Fig. 1: run 1, cells by drive strength
Drawn at 4 px/um.
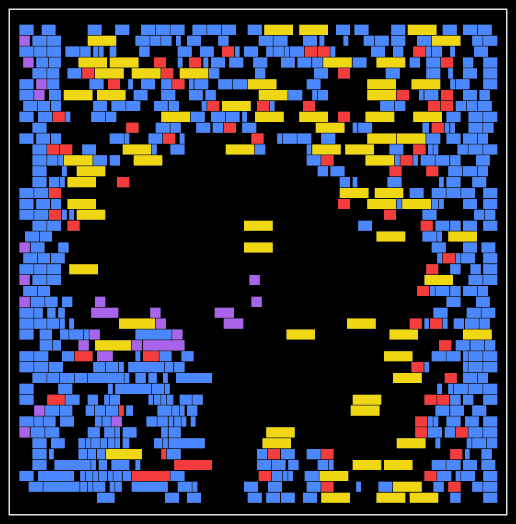
Fig. 2: run 1, port wiring
Drawn at 2 px/um.
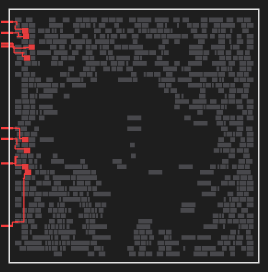
Fig. 3: run 1, gate-type map
Drawn at 4 px/um.
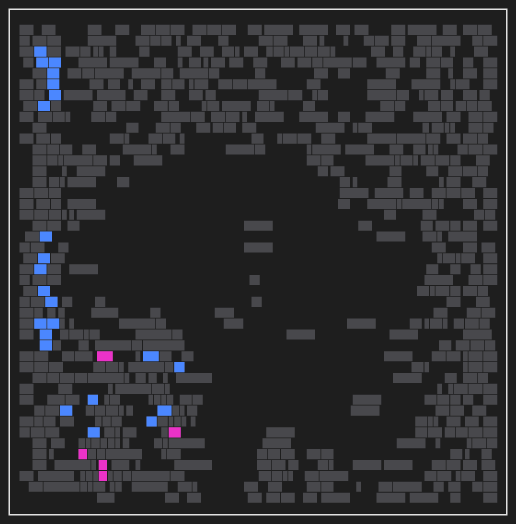
`src/rtl/tx_tlp_arbiter.sv`:
```
// Round-robin arbiter sharing the endpoint Tx Local-Link between the completer, posted and non-posted TLP sources.
// Latency: grant registered one cycle after an eligible request; granted data is muxed through combinationally.
// Backpressure: trn_tdst_rdy_n is fanned back to the granted source only; a stall freezes arbiter state and the timeout counter.
module tx_tlp_arbiter #(
    parameter int GNT_TIMEOUT = 16,   // idle cycles allowed before the first SOF beat
    parameter int CNT_W       = 5     // 2**CNT_W must exceed GNT_TIMEOUT
) (
    input  logic           trn_clk,
    input  logic           trn_reset_n,
    input  logic           trn_lnk_up_n,
    input  logic [3:0]     trn_tbuf_av,
    input  logic           trn_tdst_rdy_n,
    output logic [63:0]    trn_td,
    output logic [7:0]     trn_trem_n,
    output logic           trn_tsof_n,
    output logic           trn_teof_n,
    output logic           trn_tsrc_rdy_n,
    output logic           trn_tsrc_dsc_n,
    input  logic [2:0]     req,
    output logic [2:0]     gnt,
    input  logic [191:0]   req_td,
    input  logic [23:0]    req_trem_n,
    input  logic [2:0]     req_tsof_n,
    input  logic [2:0]     req_teof_n,
    input  logic [2:0]     req_tsrc_rdy_n,
    output logic [2:0]     req_tdst_rdy_n
);

    typedef enum logic {
        ST_IDLE  = 1'b0,
        ST_GRANT = 1'b1
    } state_t;

    // One Local-Link beat as seen on either side of the mux.
    typedef struct packed {
        logic [63:0] td;
        logic [7:0]  trem_n;
        logic        tsof_n;
        logic        teof_n;
        logic        tsrc_rdy_n;
    } beat_t;

    localparam beat_t BEAT_IDLE = '{
        td:         64'h0,
        trem_n:     8'hFF,
        tsof_n:     1'b1,
        teof_n:     1'b1,
        tsrc_rdy_n: 1'b1
    };

    localparam logic [CNT_W-1:0] TIMEOUT_LAST = CNT_W'(GNT_TIMEOUT - 1);

    state_t            state;
    state_t            state_nxt;
    logic [2:0]        gnt_nxt;
    logic [1:0]        rr_ptr;
    logic [1:0]        rr_ptr_nxt;
    logic [CNT_W-1:0]  cnt;
    logic [CNT_W-1:0]  cnt_nxt;
    logic              in_pkt;
    logic              in_pkt_nxt;
    logic              dsc_n_nxt;

    logic [2:0]        elig;
    logic [1:0]        cand1;
    logic [1:0]        cand2;
    logic [1:0]        winner;
    beat_t             src_beat [3];
    beat_t             mux_beat;
    logic              beat_acc;

    // Bit 3 of tbuf_av is a class this block never issues.
    logic              unused_tbuf_av;
    assign unused_tbuf_av = trn_tbuf_av[3];

    // Next index in the 0 -> 1 -> 2 -> 0 rotation.
    function automatic logic [1:0] rr_next(input logic [1:0] idx);
        case (idx)
            2'd0:    rr_next = 2'd1;
            2'd1:    rr_next = 2'd2;
            default: rr_next = 2'd0;
        endcase
    endfunction

    // A source may only win when the endpoint has buffer space in its class and the link is up.
    // Note the requester and tbuf_av bit orders are reversed relative to each other.
    always_comb begin
        elig = 3'b000;
        if (!trn_lnk_up_n) begin
            elig = {req[2] & trn_tbuf_av[0],
                    req[1] & trn_tbuf_av[1],
                    req[0] & trn_tbuf_av[2]};
        end
    end

    assign cand1 = rr_next(rr_ptr);
    assign cand2 = rr_next(cand1);

    // Round-robin pick: first eligible index after the last winner, the last winner itself checked last.
    always_comb begin
        winner = rr_ptr;
        if (elig[cand1]) begin
            winner = cand1;
        end else if (elig[cand2]) begin
            winner = cand2;
        end
    end

    // Unpack the flat requester buses into per-source beats.
    always_comb begin
        for (int i = 0; i < 3; i++) begin
            src_beat[i].td         = req_td[64*i +: 64];
            src_beat[i].trem_n     = req_trem_n[8*i +: 8];
            src_beat[i].tsof_n     = req_tsof_n[i];
            src_beat[i].teof_n     = req_teof_n[i];
            src_beat[i].tsrc_rdy_n = req_tsrc_rdy_n[i];
        end
    end

    // Zero-latency data mux keyed directly off the registered one-hot grant.
    always_comb begin
        mux_beat = BEAT_IDLE;
        case (gnt)
            3'b001:  mux_beat = src_beat[0];
            3'b010:  mux_beat = src_beat[1];
            3'b100:  mux_beat = src_beat[2];
            default: mux_beat = BEAT_IDLE;
        endcase
    end

    assign trn_td         = mux_beat.td;
    assign trn_trem_n     = mux_beat.trem_n;
    assign trn_tsof_n     = mux_beat.tsof_n;
    assign trn_teof_n     = mux_beat.teof_n;
    assign trn_tsrc_rdy_n = mux_beat.tsrc_rdy_n;

    // Only the granted source ever sees the endpoint ready.
    assign req_tdst_rdy_n = ~gnt | {3{trn_tdst_rdy_n}};

    assign beat_acc = (state == ST_GRANT) && !mux_beat.tsrc_rdy_n && !trn_tdst_rdy_n;

    // Arbitration FSM: issue a grant, follow the TLP to EOF, revoke on idle timeout or link loss.
    always_comb begin
        state_nxt  = state;
        gnt_nxt    = gnt;
        rr_ptr_nxt = rr_ptr;
        cnt_nxt    = cnt;
        in_pkt_nxt = in_pkt;
        dsc_n_nxt  = 1'b1;
        case (state)
            ST_IDLE: begin
                if (|elig) begin
                    state_nxt  = ST_GRANT;
                    gnt_nxt    = 3'b001 << winner;
                    rr_ptr_nxt = winner;
                    cnt_nxt    = '0;
                end
            end
            ST_GRANT: begin
                if (trn_lnk_up_n) begin
                    // Link loss wins over everything; a frame already started must be discarded downstream.
                    state_nxt  = ST_IDLE;
                    gnt_nxt    = 3'b000;
                    in_pkt_nxt = 1'b0;
                    dsc_n_nxt  = ~in_pkt;
                end else if (beat_acc && !mux_beat.teof_n) begin
                    // EOF (possibly on the SOF beat) ends the grant; IDLE gives the bubble cycle.
                    state_nxt  = ST_IDLE;
                    gnt_nxt    = 3'b000;
                    in_pkt_nxt = 1'b0;
                end else if (beat_acc && !mux_beat.tsof_n) begin
                    in_pkt_nxt = 1'b1;
                end else if (!in_pkt && !trn_tdst_rdy_n) begin
                    // Granted source has not started its frame; rr_ptr stays put so the others go first.
                    if (cnt == TIMEOUT_LAST) begin
                        state_nxt = ST_IDLE;
                        gnt_nxt   = 3'b000;
                    end else begin
                        cnt_nxt = cnt + CNT_W'(1);
                    end
                end
            end
            default: begin
                state_nxt = ST_IDLE;
                gnt_nxt   = 3'b000;
            end
        endcase
    end

    // State register; async reset leaves rr_ptr on 2 so requester 0 wins the first search.
    always_ff @(posedge trn_clk or negedge trn_reset_n) begin
        if (!trn_reset_n) begin
            state          <= ST_IDLE;
            gnt            <= 3'b000;
            rr_ptr         <= 2'd2;
            cnt            <= '0;
            in_pkt         <= 1'b0;
            trn_tsrc_dsc_n <= 1'b1;
        end else begin
            state          <= state_nxt;
            gnt            <= gnt_nxt;
            rr_ptr         <= rr_ptr_nxt;
            cnt            <= cnt_nxt;
            in_pkt         <= in_pkt_nxt;
            trn_tsrc_dsc_n <= dsc_n_nxt;
        end
    end

endmodule

```
`config.mk`:
```
export PLATFORM = sky130hd
export DESIGN_NAME = tx_tlp_arbiter
export DESIGN_NICKNAME = d
export VERILOG_FILES = /design/src/rtl/tx_tlp_arbiter.sv
export SDC_FILE = /design/constraint.sdc
export NUM_CORES = 1
export LEC_CHECK = 0
export CORE_AREA = 2 2 122 124
export CTS_CLUSTER_DIAMETER = 120
export DETAILED_ROUTE_END_ITERATION = 8
export DIE_AREA = 0 0 124 126
export HOLD_SLACK_MARGIN = 0.08
export PLACE_DENSITY = 0.65
export SYNTH_ARGS = -nofsm -noshare
export SYNTH_HDL_FRONTEND = slang
export SYNTH_SLANG_ARGS = --single-unit
```
`constraint.sdc`:
```
create_clock -name trn_clk -period 2.7 [get_ports trn_clk]
set_input_delay 0.27 -clock trn_clk [delete_from_list [all_inputs] [get_ports trn_clk]]
set_output_delay 0.27 -clock trn_clk [all_outputs]
set_load 0.05 [all_outputs]
```
==> flow_metrics.env, run 1 <==
# yosys + openroad results
export IMPL_synth_yosys_chip_area_mm2=0.00231
export IMPL_routed_wl_met3_um=1530
export IMPL_timing_worst_slew_pin_value_ps=771
export IMPL_type_of_the_most_critical_hold_path="primary input to async pin"
export IMPL_post_synthesis_cells=361
export IMPL_chipArea_mm2=0.0156
export IMPL_grt_start_max_net_pins=48
export IMPL_warning_count=27
export IMPL_cts_tree="done"
export IMPL_wl_per_instance_um=18.0
export IMPL_route_layer_met1_wl_um=5670
export IMPL_numCtsBuffers=3
export IMPL_period_needed_ps=2390
export IMPL_drv_max_cap_violation_count=0
export IMPL_mostFrequentLayoutCells="sky130_fd_sc_hd__clkdlybuf4s50_1 (241), sky130_fd_sc_hd__nand2_1 (72), sky130_fd_sc_hd__buf_12 (67)"
export IMPL_buffers_inverters_on_critical_path=2
export IMPL_worst_r2r_setup_slack_ps=360
export IMPL_root_buffer="sky130_fd_sc_hd__clkbuf_16"
export IMPL_fp_utilization_pct=16.2
export IMPL_outcome="finished, final reports clean"
export IMPL_cts_hold_buf=0
export IMPL_rsz0062_at_grt="false"
export IMPL_end_kind="output port"
export IMPL_grt_pass1_vias=4104
export IMPL_critical_path_reg2reg_endpoint="cnt[1]"
export IMPL_vias=4096
export IMPL_track_usage_pct=17.6
export IMPL_post_cts_resize_count=0
export IMPL_synth_main_ff_cell="sky130_fd_sc_hd__dfrtp_1"
export IMPL_setup_worst_path_start_class="flop"
export IMPL_postLayoutSetupSlackWorst_ps=315
export IMPL_postRouteWirelength_um=15100
export IMPL_grt_first_pass_wirelength_um=21500
export IMPL_worst_r2r_startpoint="cnt[0]"
export IMPL_drt_first_iter_violations=160
export IMPL_antenna_diode_count=0
export IMPL_final_setup_tns_ps=0
export IMPL_fin_total_pwr_w=0.00636
export IMPL_timing_max_transition_violations_final=0
export IMPL_worst_setup_path_type="flop to output port"
export IMPL_clock_insertion_delay_worst_skew_ps=240
export IMPL_timing_critical_path_fanout_max=45
About Fig. 1:
legend:
  drive 3 to 4:
    colour: purple
    cells: 24
    share: 3.7%
  drive 2:
    colour: red
    cells: 67
    share: 10%
  drive 6 and up:
    colour: yellow
    cells: 70
    share: 11%
  drive 1 or less:
    colour: blue
    cells: 493
    share: 75%
design area: 0.00662 mm2
area added between synthesis and finish: 186%

About Fig. 2:
legend:
  trn_trem_n:
    colour: red
    direction: output
    edge: left
    end_cells: 8
    buffers: 8
    wire: 118 um
I/O Pins: 318
count of buffers from port buffering: 316

About Fig. 3:
legend:
  AND-OR and OR-AND gates:
    colour: blue
    cells: 23
  AND and OR gates:
    colour: magenta
    cells: 5
    where: lower left
dominant logic cell type in the layout: sky130_fd_sc_hd__clkdlybuf4s50_1
post-layout instance count excluding filler cells: 838

-- run 1: worst max path at each step --
stage                     depth (start not counted)          to  slack, ps
after floorplan                                   6      gnt[1]         60
after global placement                            7      cnt[1]        540
after detailed placement                          7      cnt[1]        420
after CTS                                         5  trn_td[58]        290
after global routing                              5  trn_td[58]        120
final                                             5  trn_td[58]        310
-- run 1: power by group --
part,internal (W),switching [W]
logic,0.00250,0.00323
registers,0.000249,0.0000998
clock network,0.000199,0.0000771
-- run 1: layout make-up --
class | instances | area share [%]
Multi-Input combinational cell | 300 | 30.9
Timing Repair Buffer | 327 | 58.9
Tap cell | 184 | 3.48
Inverter | 10 | 0.567
Clock buffer | 4 | 1.19
Sequential cell | 13 | 5.01
-- run 1: registers in the layout, summed over array words and instances (netlist names) --
name,count
state,1
cnt,5
trn_tsrc_dsc_n,1
in_pkt,1
rr_ptr,2
gnt,3
-- run 1: logic make-up after synthesis --
family / count (synthesis) / synth area share (%)
DFF: 13 / 14.2
buffers and inverters: 48 / 8.22
muxes: 1 / 0.433
AOI/OAI and AO/OA: 182 / 53.2
adders and majority gates: 2 / 1.08
and+or+nand+nor: 115 / 22.9
-- run 1: synthesized netlist by cell type, types with 3 or more instances --
| library cell | n | area share [%] |
|---|---|---|
| sky130_fd_sc_hd__nand2_1 | 72 | 12 |
| sky130_fd_sc_hd__o21ai_1 | 66 | 14 |
| sky130_fd_sc_hd__a22oi_1 | 65 | 21 |
| sky130_fd_sc_hd__clkbuf_1 | 28 | 4.5 |
| sky130_fd_sc_hd__o22a_1 | 16 | 6.1 |
| sky130_fd_sc_hd__nor2_1 | 12 | 1.9 |
| sky130_fd_sc_hd__dfrtp_1 | 11 | 12 |
| sky130_fd_sc_hd__inv_1 | 8 | 1.3 |
| sky130_fd_sc_hd__buf_1 | 7 | 1.1 |
| sky130_fd_sc_hd__nand2b_1 | 6 | 1.6 |
| sky130_fd_sc_hd__nand3_1 | 5 | 1.1 |
| sky130_fd_sc_hd__a21oi_1 | 4 | 0.87 |
| sky130_fd_sc_hd__nor4b_1 | 4 | 1.5 |
| sky130_fd_sc_hd__o22ai_1 | 4 | 1.1 |
| sky130_fd_sc_hd__a21o_1 | 3 | 0.97 |
| sky130_fd_sc_hd__nor3_1 | 3 | 0.65 |
| sky130_fd_sc_hd__o2bb2ai_1 | 3 | 1.1 |
-- run 1: layer usage --
metal | vias to the layer above | GRT usage [%]
met5 | - | 0
met4 | 0 | 4.76
met3 | 24 | 3.17
met2 | 257 | 33.1
met1 | 1845 | 20.0
li1 | 1970 | -
-- run 1: stage by stage --
stage / std cells / hold WS [ps] / instance area (um2)
after detailed placement: 834 / 518 / 6540
after global placement: 834 / 498 / 6540
after CTS: 838 / 437 / 6620
final: 838 / 412 / 6620
after global routing: 838 / 460 / 6620
after floorplan: 361 / -25.6 / 2540
## Run 2: what changed since run 1
Settings changed: SKIP_LAST_GASP set to 1.
==> run 2 against run 1 <==
Routed wire length stayed put. Sequential share of layout area is the same. Clock power barely moved. Global-route usage unchanged. Combinational power barely moved. Non-clock buffer count unchanged. Critical path depth did not move. Worst hold slack is the same. Final area unchanged. Utilization is the same. Sequential cell count did not move. Highest routed layer unchanged.
==> flow_metrics.env, run 2 <==
# yosys + openroad results
export IMPL_outcome="finished, final reports clean"
export IMPL_fp_utilization_pct=16.2
export IMPL_clock_insertion_delay_worst_skew_ps=240
export IMPL_post_synth_tally_of_flip_flops_with_integrated_enable=0
export IMPL_gp_congestion=0.922
export IMPL_design_final_nets=893
export IMPL_maxClockFrequency_ghz=0.419
export IMPL_largest_register="cnt"
export IMPL_routed_wl_met3_um=1530
export IMPL_die_width_um=124
export IMPL_post_cts_resize_count=0
export IMPL_vias=4096
export IMPL_clk_transition_reported_paths_ps=40
export IMPL_async_reset_ff_share_pct=100
export IMPL_arrival_ps=2120
export IMPL_mostFrequentLayoutCells="sky130_fd_sc_hd__clkdlybuf4s50_1 (241), sky130_fd_sc_hd__nand2_1 (72), sky130_fd_sc_hd__buf_12 (67)"
export IMPL_peakVddDrop_v=0.000510
export IMPL_ioPinCount=318
export IMPL_track_usage_pct=17.6
export IMPL_area_added_between_synthesis_and_finish_pct=186
export IMPL_route_layer_met1_wl_um=5670
export IMPL_netlist_top_cells_area="sky130_fd_sc_hd__a22oi_1 (21%), sky130_fd_sc_hd__o21ai_1 (14%), sky130_fd_sc_hd__dfrtp_1 (12%), sky130_fd_sc_hd__nand2_1 (12%), sky130_fd_sc_hd__o22a_1 (6.1%)"
export IMPL_antenna_diode_count=0
export IMPL_fin_total_pwr_w=0.00636
export IMPL_drc_violation_count_after_routing=0
export IMPL_required_ps=2430
export IMPL_place_worst_setup_slack_ps=416
export IMPL_synth_main_ff_cell="sky130_fd_sc_hd__dfrtp_1"
export IMPL_fp_coreArea_mm2=0.0143
export IMPL_fin_area_mm2=0.00662
export IMPL_final_fill_count=1333
export IMPL_root_buffer="sky130_fd_sc_hd__clkbuf_16"
export IMPL_top_cell_area_share_pct=21.1
export IMPL_setup_worst_path_start_class="flop"
export IMPL_chipArea_mm2=0.0156
export IMPL_timing_worst_slew_pin_value_ps=771
export IMPL_clock_path_buffers=2
export IMPL_drv_max_cap_violation_count=0
export IMPL_timing_critical_path_fanout_max=45
export IMPL_top_cells_by_count="sky130_fd_sc_hd__nand2_1 (72), sky130_fd_sc_hd__o21ai_1 (66), sky130_fd_sc_hd__a22oi_1 (65)"
export IMPL_cts_htree_levels=1
export IMPL_final_setup_tns_ps=0
export IMPL_type_of_the_most_critical_hold_path="primary input to async pin"
export IMPL_flops_out_of_synthesis=13
export IMPL_largestRegisters="cnt x5, gnt x3, rr_ptr x2"
export IMPL_grt_first_pass_wirelength_um=21500
export IMPL_crit_family="buffers and inverters"
export IMPL_postLayoutSetupSlackWorst_ps=315
export IMPL_grt_pass1_vias=4104
export IMPL_timing_max_transition_violations_final=0
export IMPL_end_kind="output port"
export IMPL_ys_cells=361
export IMPL_post_synthesis_cells=361
export IMPL_warning_count=27
export IMPL_ys_seq_share_pct=14.2
export IMPL_drt_first_iter_violations=160
export IMPL_total_placed_cells_including_tap_cells=834
export IMPL_largest_register_ffs=5
export IMPL_numCtsBuffers=3
export IMPL_grt_start_max_net_pins=48
export IMPL_max_slew_margin_pct=48.6
export IMPL_synth_most_common_cell="sky130_fd_sc_hd__nand2_1"
export IMPL_period_needed_ps=2390
export IMPL_detailed_place_area_mm2=0.00654
export IMPL_synth_top_cell_by_area="sky130_fd_sc_hd__a22oi_1"
export IMPL_worst_r2r_setup_slack_ps=360
export IMPL_met2_wirelength_um=7580
export IMPL_postRouteWirelength_um=15100
export IMPL_buffers_inverters_on_critical_path=2
export IMPL_cts_tree="done"
export IMPL_worst_setup_path_type="flop to output port"
export IMPL_count_of_buffers_from_port_buffering=316
export IMPL_detail_route_vias_per_cell=4.89
export IMPL_tritoncts_sinks=13
export IMPL_std_cell_rows=44
export IMPL_rsz0062_at_grt="false"
export IMPL_final_cells=838
export IMPL_cts_hold_buf=0
export IMPL_synth_yosys_chip_area_mm2=0.00231
export IMPL_dominant_logic_cell_type_in_the_layout="sky130_fd_sc_hd__clkdlybuf4s50_1"
export IMPL_synth_avg_cell_area_um2=6.41
export IMPL_wl_per_instance_um=18.0
[run 2: routing by layer]
metal	GRT usage [%]	up-vias
met1	20.0	1845
met2	33.1	257
met3	3.17	24
met5	0	-
met4	4.76	0
li1	-	1970
[run 2: final cells by class]
class / instances / area (um2) / share of cell area, %
Inverter: 10 / 37.5 / 0.567
Tap cell: 184 / 230 / 3.48
Sequential cell: 13 / 332 / 5.01
Timing Repair Buffer: 327 / 3900 / 58.9
Multi-Input combinational cell: 300 / 2040 / 30.9
Clock buffer: 4 / 78.8 / 1.19
[run 2: through the flow]
stage | util, % | hold slack, ps
after floorplan | - | -25.6
after global placement | 45.7 | 498
after detailed placement | 45.7 | 518
after CTS | 46.2 | 437
after global routing | 46.2 | 460
final | 46.2 | 412
[run 2: worst reg2reg max path, cell delays in order, from the launching register on]
cell and delay, ps:
sky130_fd_sc_hd__dfrtp_1 430, sky130_fd_sc_hd__ha_1 250, sky130_fd_sc_hd__and3_1 190, sky130_fd_sc_hd__ha_1 220, sky130_fd_sc_hd__mux2i_1 350, sky130_fd_sc_hd__o311ai_1 240
sky130_fd_sc_hd__a211oi_1 370, sky130_fd_sc_hd__o22ai_1 160
[run 2: worst paths after layout]
check / cells past startpoint / from / to
min reg2reg: 2 / cnt[4] / cnt[4]
max reg2reg: 7 / cnt[0] / cnt[1]
min: 1 / trn_reset_n / cnt[3]
min in group trn_clk: 2 / cnt[4] / cnt[4]
max: 5 / gnt[0] / trn_td[58]
max in group asynchronous: 1 / trn_reset_n / gnt[2]
[run 2: kinds of logic after synthesis]
kind of cell               synth area share (%)
AOI/OAI and AO/OA                          53.2
muxes                                     0.433
adders and majority gates                  1.08
and+or+nand+nor                            22.9
DFF                                        14.2
buffers and inverters                      8.22
[run 2: where the power goes]
part           leakage, nW  internal (W)  switching (W)
Sequential           0.166      0.000249      0.0000998
Clock               0.0382      0.000199      0.0000771
Combinational         2.22       0.00250        0.00323
Total                 2.42       0.00295        0.00341
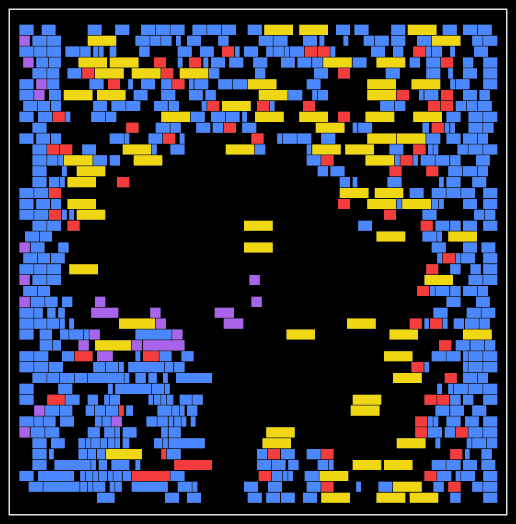
Fig. 4. Cells by drive strength (run 2).
Drawn at 4 px/um.
legend:
  drive 6 and up:
    colour: yellow
    cells: 70
    share: 11%
  drive 1 or less:
    colour: blue
    cells: 493
    share: 75%
  drive 3 to 4:
    colour: purple
    cells: 24
    share: 3.7%
  drive 2:
    colour: red
    cells: 67
    share: 10%

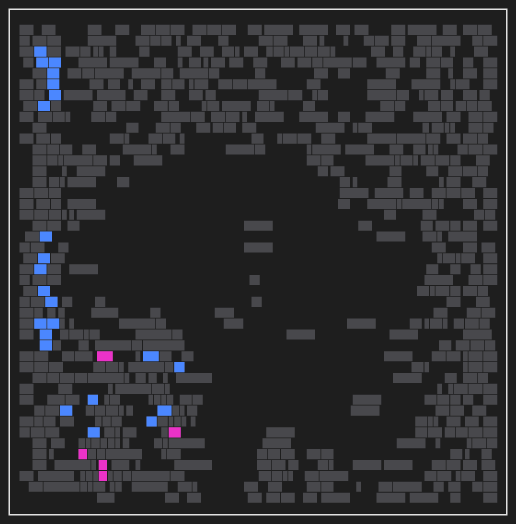
Fig. 5. Gate-type map (run 2).
Drawn at 4 px/um.
Comb area share: 30.9%

Power figures rest on the tool's default switching activity, not on a simulated workload.
